## config.mk

```make
export PLATFORM = sky130hd
export DESIGN_NAME = aes_ct_display_flat
export DESIGN_NICKNAME = d
export VERILOG_FILES = /design/src/rtl/aes_ct_display_if.sv /design/src/rtl/aes_ct_display.sv /design/src/flat_wrapper.sv
export SDC_FILE = /design/constraint.sdc
export NUM_CORES = 1
export LEC_CHECK = 0
export CAP_MARGIN = 40
export CORE_MARGIN = 1
export CORE_UTILIZATION = 49
export DETAILED_ROUTE_END_ITERATION = 12
export HOLD_SLACK_MARGIN = 0.03
export PLACE_DENSITY = 0.83
export SLEW_MARGIN = 20
export SYNTH_ARGS = -nofsm -noshare
export SYNTH_HDL_FRONTEND = slang
export SYNTH_SLANG_ARGS = --single-unit
```

## constraint.sdc

```tcl
create_clock -name clk -period 4.2 [get_ports clk]
set_input_delay 1.26 -clock clk [delete_from_list [all_inputs] [get_ports clk]]
set_output_delay 1.26 -clock clk [all_outputs]
set_load 0.05 [all_outputs]
```

## src/rtl/aes_ct_display_if.sv

```systemverilog
// ---------------------------------------------------------------------------
// aes_ct_display_if
// Purpose : valid/ready ciphertext handshake between the AES core and the
//           Basys3 display stage.
// Signals : ct_valid  upstream has a 128-bit ciphertext on ct_data
//           ct_data   ciphertext, word p = ct_data[16p+15:16p]
//           ct_ready  display stage accepts ct_data this cycle
// Modports: master = ciphertext producer, slave = display stage
// ---------------------------------------------------------------------------
interface aes_ct_display_if;
  logic         ct_valid;
  logic [127:0] ct_data;
  logic         ct_ready;

  modport master (output ct_valid, output ct_data, input ct_ready);
  modport slave  (input ct_valid, input ct_data, output ct_ready);
endinterface

```

## src/rtl/aes_ct_display.sv

```systemverilog
// ---------------------------------------------------------------------------
// aes_ct_display
// Purpose : captures one 128-bit ciphertext and pages through it as eight
//           16-bit words on the 16 LEDs and the 4-digit multiplexed 7-seg
//           display (hex). A new ciphertext is only accepted once the
//           current one has been shown completely (one full 7->0 wrap).
// Ports   : clk       system clock (100 MHz)
//           rst_n     asynchronous reset, active-low
//           bus       aes_ct_display_if.slave (ct_valid, ct_data, ct_ready)
//           led[15:0] current page word
//           page[2:0] current page index 0..7
//           seg[6:0]  segments, active-low, {g,f,e,d,c,b,a}
//           an[3:0]   digit anodes, active-low, an[0] = rightmost digit
//           dp        decimal point, active-low
// Params  : PAGE_TICKS  clk cycles per page (min 2)
//           SCAN_TICKS  clk cycles per digit scan step (min 1)
// Option  : AES_CT_DISPLAY_NEWFLAG_EN - when defined, the rightmost decimal
//           point lights while digit 0 is active during the first pass over
//           freshly captured data. Undefined: dp is constant 1.
// ---------------------------------------------------------------------------
module aes_ct_display #(
  parameter int PAGE_TICKS = 50_000_000,
  parameter int SCAN_TICKS = 100_000
) (
  input  logic                 clk,
  input  logic                 rst_n,
  aes_ct_display_if.slave      bus,
  output logic [15:0]          led,
  output logic [2:0]           page,
  output logic [6:0]           seg,
  output logic [3:0]           an,
  output logic                 dp
);

  localparam int PW = (PAGE_TICKS > 2) ? $clog2(PAGE_TICKS) : 1;
  localparam int SW = (SCAN_TICKS > 2) ? $clog2(SCAN_TICKS) : 1;
  localparam logic [PW-1:0] PAGE_LAST = PW'(PAGE_TICKS - 1);
  localparam logic [SW-1:0] SCAN_LAST = SW'(SCAN_TICKS - 1);

  typedef enum logic {IDLE, SHOW} state_t;

  state_t          state, state_nxt;
  logic [127:0]    data, data_nxt;
  logic [PW-1:0]   page_tmr, page_tmr_nxt;
  logic [2:0]      page_nxt;
  logic [SW-1:0]   scan_tmr, scan_tmr_nxt;
  logic [1:0]      digit, digit_nxt;
  logic            pass_done, pass_done_nxt;

  logic            capture;
  logic [15:0]     word_nxt;
  logic [3:0]      nibble_nxt;
  logic [15:0]     led_nxt;
  logic [6:0]      seg_nxt;
  logic [3:0]      an_nxt;
  logic            dp_nxt;
  logic            ready_nxt;

  // Active-low hex glyphs, bit order {g,f,e,d,c,b,a}.
  function automatic logic [6:0] hex7(input logic [3:0] n);
    case (n)
      4'h0: hex7 = 7'h40;
      4'h1: hex7 = 7'h79;
      4'h2: hex7 = 7'h24;
      4'h3: hex7 = 7'h30;
      4'h4: hex7 = 7'h19;
      4'h5: hex7 = 7'h12;
      4'h6: hex7 = 7'h02;
      4'h7: hex7 = 7'h78;
      4'h8: hex7 = 7'h00;
      4'h9: hex7 = 7'h10;
      4'hA: hex7 = 7'h08;
      4'hB: hex7 = 7'h03;
      4'hC: hex7 = 7'h46;
      4'hD: hex7 = 7'h21;
      4'hE: hex7 = 7'h06;
      default: hex7 = 7'h0E;
    endcase
  endfunction

  // Next-state and next-output logic. Outputs are computed from the
  // next-state values so the registered outputs always describe the state
  // the block is in after the edge (e.g. the first word appears the cycle
  // right after capture). A capture overrides any page/scan tick.
  always_comb begin
    state_nxt     = state;
    data_nxt      = data;
    page_tmr_nxt  = page_tmr;
    page_nxt      = page;
    scan_tmr_nxt  = scan_tmr;
    digit_nxt     = digit;
    pass_done_nxt = pass_done;
    capture       = bus.ct_valid && bus.ct_ready;

    if (capture) begin
      state_nxt     = SHOW;
      data_nxt      = bus.ct_data;
      page_tmr_nxt  = '0;
      page_nxt      = '0;
      scan_tmr_nxt  = '0;
      digit_nxt     = '0;
      pass_done_nxt = 1'b0;
    end else if (state == SHOW) begin
      if (page_tmr == PAGE_LAST) begin
        page_tmr_nxt = '0;
        page_nxt     = page + 3'd1;
        if (page == 3'd7)
          pass_done_nxt = 1'b1;
      end else begin
        page_tmr_nxt = page_tmr + PW'(1);
      end

      if (scan_tmr == SCAN_LAST) begin
        scan_tmr_nxt = '0;
        digit_nxt    = digit + 2'd1;
      end else begin
        scan_tmr_nxt = scan_tmr + SW'(1);
      end
    end

    word_nxt   = data_nxt[{page_nxt, 4'b0000} +: 16];
    nibble_nxt = word_nxt[{digit_nxt, 2'b00} +: 4];

    led_nxt   = 16'h0000;
    seg_nxt   = 7'h7F;
    an_nxt    = 4'hF;
    ready_nxt = 1'b1;
    if (state_nxt == SHOW) begin
      led_nxt   = word_nxt;
      seg_nxt   = hex7(nibble_nxt);
      an_nxt    = ~(4'b0001 << digit_nxt);
      ready_nxt = pass_done_nxt;
    end

`ifdef AES_CT_DISPLAY_NEWFLAG_EN
    dp_nxt = !((state_nxt == SHOW) && (digit_nxt == 2'd0) && !pass_done_nxt);
`else
    dp_nxt = 1'b1;
`endif
  end

  // State and output registers; everything clears as soon as rst_n falls,
  // which also discards any held ciphertext.
  always_ff @(posedge clk or negedge rst_n) begin
    if (!rst_n) begin
      state        <= IDLE;
      data         <= '0;
      page_tmr     <= '0;
      page         <= '0;
      scan_tmr     <= '0;
      digit        <= '0;
      pass_done    <= 1'b0;
      led          <= 16'h0000;
      seg          <= 7'h7F;
      an           <= 4'hF;
      dp           <= 1'b1;
      bus.ct_ready <= 1'b1;
    end else begin
      state        <= state_nxt;
      data         <= data_nxt;
      page_tmr     <= page_tmr_nxt;
      page         <= page_nxt;
      scan_tmr     <= scan_tmr_nxt;
      digit        <= digit_nxt;
      pass_done    <= pass_done_nxt;
      led          <= led_nxt;
      seg          <= seg_nxt;
      an           <= an_nxt;
      dp           <= dp_nxt;
      bus.ct_ready <= ready_nxt;
    end
  end

endmodule

```

## src/flat_wrapper.sv

```systemverilog
// flat-port wrapper written by rule: the top's interface ports become plain ports
module aes_ct_display_flat 
#(
  parameter int PAGE_TICKS = 50_000_000,
  parameter int SCAN_TICKS = 100_000
)
  (clk, rst_n, led, page, seg, an, dp, bus_ct_valid, bus_ct_data, bus_ct_ready);
  aes_ct_display_if bus_i ();
  input  logic clk;
  input  logic rst_n;
  output logic [15:0] led;
  output logic [2:0] page;
  output logic [6:0] seg;
  output logic [3:0] an;
  output logic dp;
  input wire logic [$bits(bus_i.ct_valid)-1:0] bus_ct_valid;
  input wire logic [$bits(bus_i.ct_data)-1:0] bus_ct_data;
  output wire logic [$bits(bus_i.ct_ready)-1:0] bus_ct_ready;
  assign bus_i.ct_valid = bus_ct_valid;
  assign bus_i.ct_data = bus_ct_data;
  assign bus_ct_ready = bus_i.ct_ready;
  aes_ct_display #(.PAGE_TICKS(PAGE_TICKS), .SCAN_TICKS(SCAN_TICKS)) u_core (.clk(clk), .rst_n(rst_n), .bus(bus_i), .led(led), .page(page), .seg(seg), .an(an), .dp(dp));
endmodule
```

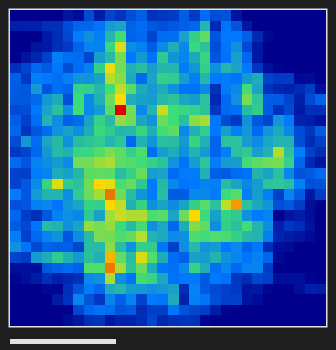
(images/metal_density.png)
Scale bar: 50 um. 30 x 30 tiles, from dark blue (low) to red (high), scaled to the fullest tile. Values are wire area over tile area, all layers added.
mean over tiles: 0.24
densest ninth of the die: center
emptiest ninth of the die: south-east
fullest tile: 0.91
nearly empty tiles: 14%
tiles over half the peak: 11%
wire length after detailed routing: 32000 um
total number of vias: 10100

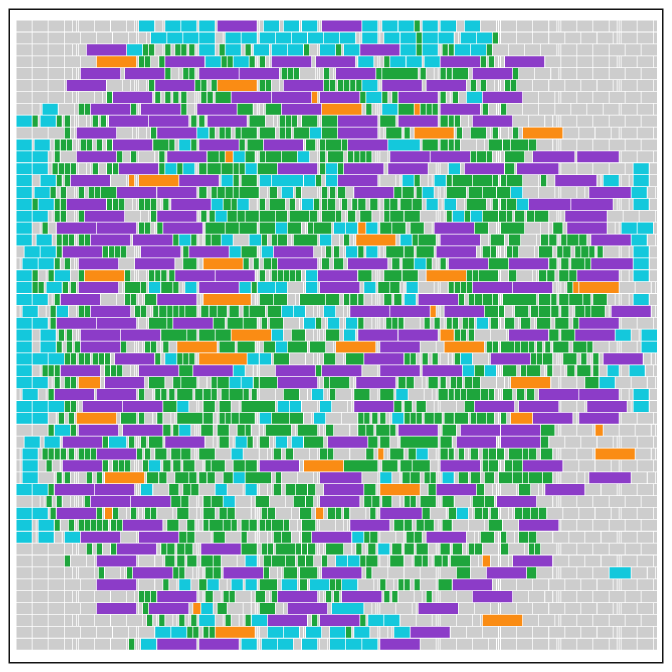
(images/placement_by_type.png)
Fill, decap, tap and diode cells in gray.
legend:
  clock drivers and dummy loads:
    color: orange
    cells: 41
    share_of_their_area: 5.4%
  combinational and other logic:
    color: green
    cells: 947
    share_of_their_area: 38%
  sequential cells:
    color: purple
    cells: 206
    share_of_their_area: 38%
  remaining buffers and delay cells:
    color: cyan
    cells: 272
    share_of_their_area: 18%
fraction of the core area covered by cells at the end of the flow: 66.0%
post-route design area: 14000 um^2
Seq/total area: 37.1%

==> flow.log <==
[flow] collecting metrics
INFO  metric placed_cell_area = 13100 um^2
INFO  metric dominantRegCellSynth = dfrtp_1
INFO  metric registers_with_the_most_flip_flops = u_core.data (128), u_core.page_tmr (26), u_core.scan_tmr (17)
INFO  metric total_switching_power = 0.00262 W
INFO  metric buffers_excl_clock = 272
INFO  metric routed_wire_length_per_instance = 18.4 um
INFO  metric postSynth.asyncResetShare = 100%
INFO  metric post-layout-total-power = 0.00742 W
INFO  metric pwr-share-seq = 40.7%
INFO  metric largest_register_ffs = 128
INFO  metric dp_worst_setup_slack = -0.449 ns
INFO  metric drt-pass1-iter-count = 7
INFO  metric rel_slew_slack = 51.0%
INFO  metric worst_setup_hold_path_clk_slew = 0.06 ns
INFO  metric filler_cell_count = 1614
INFO  metric inv_count = 19
INFO  metric crit_type = flip-flop to flip-flop
INFO  metric synth_nets = 1358
INFO  metric register_ranked_first_by_flip_flop_count = u_core.data
INFO  metric synth-edff-count = 0
INFO  metric ir_worst_vdd = 263 uV
INFO  metric die_area = 22300 um^2
INFO  metric ys.flops = 206
INFO  metric overflow = 0
INFO  metric warning_count = 31
INFO  metric post_cts.repair.setup_buffers = 0
INFO  metric critPathLaunch = u_core.page_tmr[8]$_DFFE_PN0N_
INFO  metric synth_cell_types = 88
INFO  metric powerDensity = 531 nW/um^2
INFO  metric design.final.nets = 1591
INFO  metric main_logic_family_after_synthesis = simple AND/OR/NAND/NOR gates
INFO  metric nature_of_the_critical_path_endpoint = flip-flop
INFO  metric largestClassByArea = sequential cells
INFO  metric syn-instance-count = 1217
INFO  metric post_synth.cell_area_avg = 8.72 um^2
INFO  metric viasPerCell = 5.82
INFO  metric netlist.top_cell.by_instances = nand2_1
INFO  metric grt_total_usage = 29.0%
INFO  metric timing.final.ws_setup = 0.0955 ns
INFO  metric remaining_number_of_nets_flagged_by_the_antenna_check_after_routing = 0
INFO  metric achievable-frequency = 244 MHz
INFO  metric place.detailed.hpwl = 23300 um
INFO  metric clk_latency = 0.52 ns
INFO  metric drive_gt1_share = 14.3%
INFO  metric io_pins = 163
INFO  metric layout.sequential_cells = 206
INFO  metric hp-class = flip-flop to flip-flop
INFO  metric grt_pass1_wl = 50900 um
INFO  metric synthDominantAreaCellType = dfrtp_1
INFO  metric area.share.combinational = 36.8%
INFO  metric critPathArrivalTime = 4.53 ns
INFO  metric report.final.setup_viol = 0
INFO  metric number_of_pins_with_negative_max_slew_slack_in_the_final_report = 0
INFO  metric ys_sh_adder = 1.18%
INFO  metric clk_share = 5.23%
INFO  metric non_clock_buffer_area_share = 17.9%
INFO  metric status = complete, no violations
INFO  metric route.top_layer_used = met4
INFO  metric tns = 0 ns
INFO  metric logic_gate_count = 928
INFO  metric path_max_fanout = 7
INFO  metric aoi_share = 12.8%
INFO  metric fp-row-count = 53
INFO  metric port_buffers = 161
INFO  metric grt_start_max_net_pins = 82
INFO  metric fin_worst_hold_slack = 0.462 ns
INFO  metric cts.sink_count = 206
INFO  metric route.met2.wl = 14800 um
INFO  metric synthTopCellsByCount = nand2_1 (427), dfrtp_1 (194), nor2_1 (73)
INFO  metric seq_area = 5170 um^2
INFO  metric post_route_minimum_period = 4.10 ns
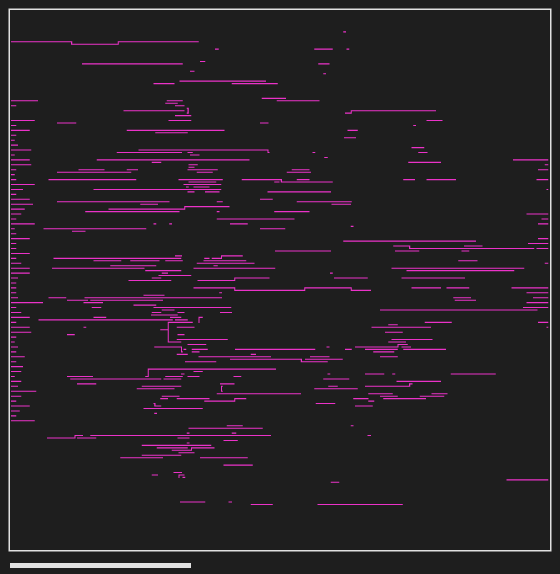
(images/layer_met3.png)
Scale bar: 50 um.
main direction: horizontal
longest straight run: 49.7 um
wire length on this layer: 2540 um
nets with wire on the layer: 257
met3 track demand over resource in global routing: 4.68%

worst max-delay path: stages (launching register included):
cell and delay [ns]:
dfrtp_2 0.45, or3_1 0.42, or4_4 0.57, nor2_4 0.13
mux2_2 0.38, buf_4 0.15, o21a_1 0.09, a22o_1 0.21
a211oi_2 0.26, nand2_1 0.10, a31oi_2 0.26, inv_1 0.10
ha_1 0.24, and2_4 0.15, o21bai_1 0.16, a221o_1 0.36
routing by layer:
| layer | vias to the layer above | GRT usage [%] |
|---|---|---|
| li1 | 4652 | - |
| met1 | 4882 | 40.1 |
| met2 | 518 | 46.3 |
| met3 | 85 | 4.68 |
| met4 | 0 | 9.90 |
| met5 | - | 0 |
final timing paths:
kind,end,slack [ns],depth (start not counted)
max,u_core.seg[5]$_DFF_PN1_,0.1,15
min,u_core.data[75]$_DFF_PN0_,0.46,2
max reg2reg,u_core.seg[5]$_DFF_PN1_,0.1,15
min reg2reg,u_core.data[75]$_DFF_PN0_,0.46,2
max in group asynchronous,u_core.bus.ct_ready$_DFF_PN1_,2.47,2
min in group asynchronous,u_core.page_tmr[22]$_DFFE_PN0N_,0.78,1
layout by cell type (no fill, tap or decap), drive strengths merged, types with 11 or more instances in the layout:
master         Yosys  layout
o21ai             41      41
and2              11      11
nand2            427     427
nand3             43      43
clkbuf            41      32
dfstp             12      12
xor2              13      13
nor2              75      75
dfrtp            194     194
nand4             12      12
nor3              23      23
and3              15      15
a211oi            14      14
clkdlybuf4s50      0     159
a21oi             44      44
mux2i             43      43
inv               19      19
buf               23     111
a31oi             14      14
power groups by stage:
stage	Combinational (W)	Clock (W)	Sequential, W
finish	0.00242	0.00198	0.00302
global route	0.00262	0.00208	0.00307
CTS	0.00237	0.00200	0.00300
detailed placement	0.00234	0	0.00303
global placement	0.00226	0	0.00301
floorplan	0.00112	0	0.00324
Power figures rest on the tool's default switching activity, not on a simulated workload.
